## src/rtl/snes_pad_responder.sv

```systemverilog
// Pad-side end of the SNES serial link: captures 12 buttons on latch and shifts them out
// active-low, LSB first. Define SNES_PAD_WATCHDOG_EN to abort frames whose serial clock stalls.
module snes_pad_responder #(
   parameter int unsigned SYNC_STAGES = 2,
   parameter int unsigned NUM_BITS    = 16
`ifdef SNES_PAD_WATCHDOG_EN
   ,
   parameter int unsigned WDOG_CYCLES = 4096
`endif
) (
   input  logic        clk_i,
   input  logic        reset,
   input  logic [11:0] buttons_i,
   input  logic        snes_latch_i,
   input  logic        snes_clk_i,
   output logic        ser_data_o,
   output logic        busy_o,
   output logic        frame_done_o,
   output logic        wdog_o
);

   localparam int unsigned      CNT_W    = $clog2(NUM_BITS + 1);
   localparam logic [CNT_W-1:0] LAST_CNT = CNT_W'(NUM_BITS);

   typedef enum logic [1:0] {StIdle, StLoad, StShift, StDone} state_e;

   state_e                 state_q;
   logic [SYNC_STAGES-1:0] latch_sync_q;
   logic [SYNC_STAGES-1:0] clk_sync_q;
   logic                   clk_prev_q;
   logic [NUM_BITS-1:0]    shreg_q;
   logic [CNT_W-1:0]       bit_cnt_q;

   logic                   latch_s;
   logic                   clk_rise;
   logic [NUM_BITS-1:0]    load_val;
   logic [NUM_BITS-1:0]    shift_val;
   logic [CNT_W-1:0]       bit_cnt_inc;

`ifdef SNES_PAD_WATCHDOG_EN
   localparam logic [15:0] WDOG_LAST = 16'(WDOG_CYCLES - 1);
   logic [15:0] wdog_cnt_q;
   logic        wdog_pulse_q;
   assign wdog_o = wdog_pulse_q;
`else
   assign wdog_o = 1'b0;
`endif

   assign latch_s     = latch_sync_q[SYNC_STAGES-1];
   assign clk_rise    = clk_sync_q[SYNC_STAGES-1] & ~clk_prev_q;
   assign load_val    = {{(NUM_BITS-12){1'b1}}, ~buttons_i};
   assign shift_val   = {1'b1, shreg_q[NUM_BITS-1:1]};
   assign bit_cnt_inc = bit_cnt_q + 1'b1;

   // Serial clock idles high, so its synchronizer resets high to avoid a false edge.
   always_ff @(posedge clk_i or posedge reset) begin : sync
      if (reset) begin
         latch_sync_q <= '0;
         clk_sync_q   <= '1;
         clk_prev_q   <= 1'b1;
      end else begin
         latch_sync_q <= {latch_sync_q[SYNC_STAGES-2:0], snes_latch_i};
         clk_sync_q   <= {clk_sync_q[SYNC_STAGES-2:0], snes_clk_i};
         clk_prev_q   <= clk_sync_q[SYNC_STAGES-1];
      end
   end

   always_ff @(posedge clk_i or posedge reset) begin : fsm
      if (reset) begin
         state_q      <= StIdle;
         shreg_q      <= '1;
         bit_cnt_q    <= '0;
         ser_data_o   <= 1'b1;
         busy_o       <= 1'b0;
         frame_done_o <= 1'b0;
`ifdef SNES_PAD_WATCHDOG_EN
         wdog_cnt_q   <= '0;
         wdog_pulse_q <= 1'b0;
`endif
      end else begin
         frame_done_o <= 1'b0;
`ifdef SNES_PAD_WATCHDOG_EN
         wdog_pulse_q <= 1'b0;
`endif
         // Latch overrides every state and swallows any coincident serial clock edge.
         if (latch_s) begin
            state_q    <= StLoad;
            shreg_q    <= load_val;
            bit_cnt_q  <= '0;
            ser_data_o <= load_val[0];
            busy_o     <= 1'b1;
`ifdef SNES_PAD_WATCHDOG_EN
            wdog_cnt_q <= '0;
`endif
         end else begin
            unique case (state_q)
               StLoad: begin
                  state_q   <= StShift;
                  bit_cnt_q <= '0;
               end
               StShift: begin
                  if (clk_rise) begin
                     shreg_q   <= shift_val;
                     bit_cnt_q <= bit_cnt_inc;
`ifdef SNES_PAD_WATCHDOG_EN
                     wdog_cnt_q <= '0;
`endif
                     if (bit_cnt_inc == LAST_CNT) begin
                        state_q      <= StDone;
                        frame_done_o <= 1'b1;
                        busy_o       <= 1'b0;
                        ser_data_o   <= 1'b0;
                     end else begin
                        ser_data_o <= shift_val[0];
                     end
                  end
`ifdef SNES_PAD_WATCHDOG_EN
                  else if (wdog_cnt_q == WDOG_LAST) begin
                     state_q      <= StIdle;
                     ser_data_o   <= 1'b1;
                     busy_o       <= 1'b0;
                     wdog_pulse_q <= 1'b1;
                  end else begin
                     wdog_cnt_q <= wdog_cnt_q + 1'b1;
                  end
`endif
               end
               default: ; // StIdle and StDone hold their registered outputs
            endcase
         end
      end
   end

endmodule

```

## config.mk

```make
export PLATFORM = sky130hd
export DESIGN_NAME = snes_pad_responder
export DESIGN_NICKNAME = d
export VERILOG_FILES = /design/src/rtl/snes_pad_responder.sv
export SDC_FILE = /design/constraint.sdc
export NUM_CORES = 1
export LEC_CHECK = 0
export CORE_MARGIN = 3
export CORE_UTILIZATION = 45
export CTS_CLUSTER_SIZE = 30
export DETAILED_ROUTE_END_ITERATION = 12
export PLACE_DENSITY = 0.84
export SYNTH_ARGS = -nofsm -noshare
export SYNTH_HDL_FRONTEND = slang
export SYNTH_SLANG_ARGS = --single-unit
```

## constraint.sdc

```tcl
create_clock -name clk_i -period 1.35 [get_ports clk_i]
set_input_delay 0.27 -clock clk_i [delete_from_list [all_inputs] [get_ports clk_i]]
set_output_delay 0.27 -clock clk_i [all_outputs]
set_load 0.01 [all_outputs]
```

==> results.txt <==
run metrics: Top Layout Cells 15 x dfstp_2, 15 x clkdlybuf4s50_1, 10 x o21ai_0, 10 x dfrtp_1, 9 x nand2_1, die span in y 55.7 µm, # Cells Yosys 100, clock period minus final worst setup slack 1.34 ns, Signal inverters 2, Chip Area, Yosys 0.00111 mm², core box area 0.00228 mm², met2 usage 0.265, Clock Path Buffers 2, startpoint type of the worst setup path flop, FF-to-FF Start clk_prev_q$_DFF_PP1_, worst setup path endpoint bit_cnt_q[2]$_DFFE_PP0P_, Cell Area, Synth 0.00111 mm², Simple Share, Synth 0.163, Overflow after GRT 0, status finished clean, final hold vios 0, Post-DP HPWL 1.56 mm, Final Worst Setup Slack 0.0145 ns, Crit Path Max Fanout 5, Signal buf overhead 0.176, number of well taps 28, Most common reg cell dfstp_2, DR iter-0 viols 28, post-layout util 0.631, PortBufs 18, max-cap violation count 0, logic area 434 µm², cycle use final 0.989, worst setup path start clk_prev_q$_DFF_PP1_, Main logic family AND-OR/OR-AND gates, final instance area 0.00144 mm², fp util 0.489, Worst Setup End Kind flop, internal power 1.13 mW, comb pwr 183 µW, placed cell areas 0.00137 mm², register area 671 µm², ant diodes 0, largest net degree at the start of global routing 27, final setup TNS 0 ns, Global Route Usage Sum 0.154, Wirelength per Cell 13.8 µm, cell family with most CP delay flip-flops, Seq pwr share 0.611, flop count 26, Syn-to-layout area delta 29.0%, Final GP Congestion 0.777, R2R depth 4, GR Util met3 0.0302, YS warnings 0, number of gates resized after cts 9, Non-clk bufs 27, number of enable flip-flop cells 0, ao+oa area frac 0.183, Comb pwr share 0.125, Clock power frac 0.264, detailed-route DRC error count 0, vias in the first global route 905, slowest stage cell, crit path dfstp_2, Placement Rows 17, CTS Hold Bufs 0, RSZ-0062 raised after global routing true, synth unique cells 30, GRT Max-Usage Layer met2, Worst R2R End bit_cnt_q[2]$_DFFE_PP0P_, first-pass GRT wire length 3.86 mm, H-tree depth 1, first-pass iteration count of the detailed router 4, Seq area share 0.467, crit path DRT 1.57 ns, f_max 749 MHz, asr flop ratio synth 1.00, critical path, cell by cell and4bb_4 -> nor3_4 -> o21ai_1 -> a22o_1, mux share 0, Avg Inst Size Synth 11.1 µm², remaining antenna violation count 0, filler instances 194, adder share 0.0112, Multi-In Gates 69, final net count 146, Setup Crit Path Kind flop to flop, cell count after synthesis 100, Clock transition at path regs 0.13 ns, CTS tree done
==> routing by layer <==
metal	wire [µm]	share of wire
met5	0	0
met1	924	0.43
met2	1070	0.50
met3	95	0.044
met4	55	0.026
==> synth_stat cells, types with 3 or more instances <==
master,instances,area share
dfstp_2,15,0.35
nor2_1,5,0.017
o211ai_1,3,0.020
o21ai_0,13,0.058
dfrtp_1,11,0.25
a22oi_1,6,0.040
nand2_1,11,0.037
a21oi_1,6,0.027
nor2b_1,3,0.017
o22ai_1,3,0.017
==> flip-flops by register name, summed over array words and instances (netlist names) <==
name,flops
frame_done_o,1
bit_cnt_q,5
state_q,2
clk_sync_q,2
clk_prev_q,1
shreg_q,11
busy_o,1
latch_sync_q,2
ser_data_o,1
### Clock nets

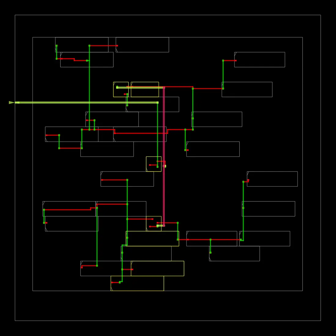
clock sink count: 26
Clock group: 387 µW
clk_skew: 0.00561 ns
clk latency late pin: 0.32 ns
Clock buffer cells: 4

### The metal 3 layer

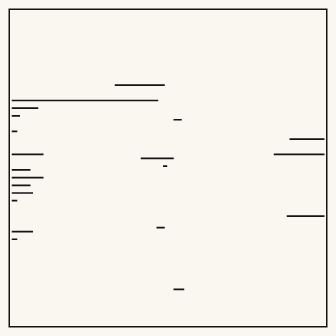
wire length on this layer = 95.7 µm
nets with wire on the layer = 18
share of all routed wire = 4.5%

### Met2 routing

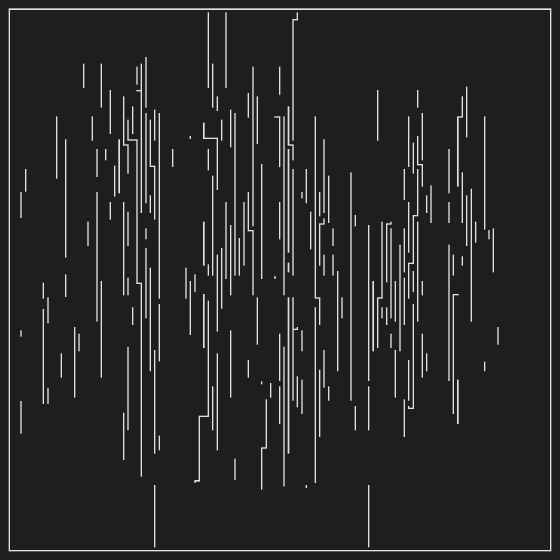
wire length on this layer = 1070 µm
share of all routed wire = 50%

No activity file was given, so power comes from the tool's default toggle rates.
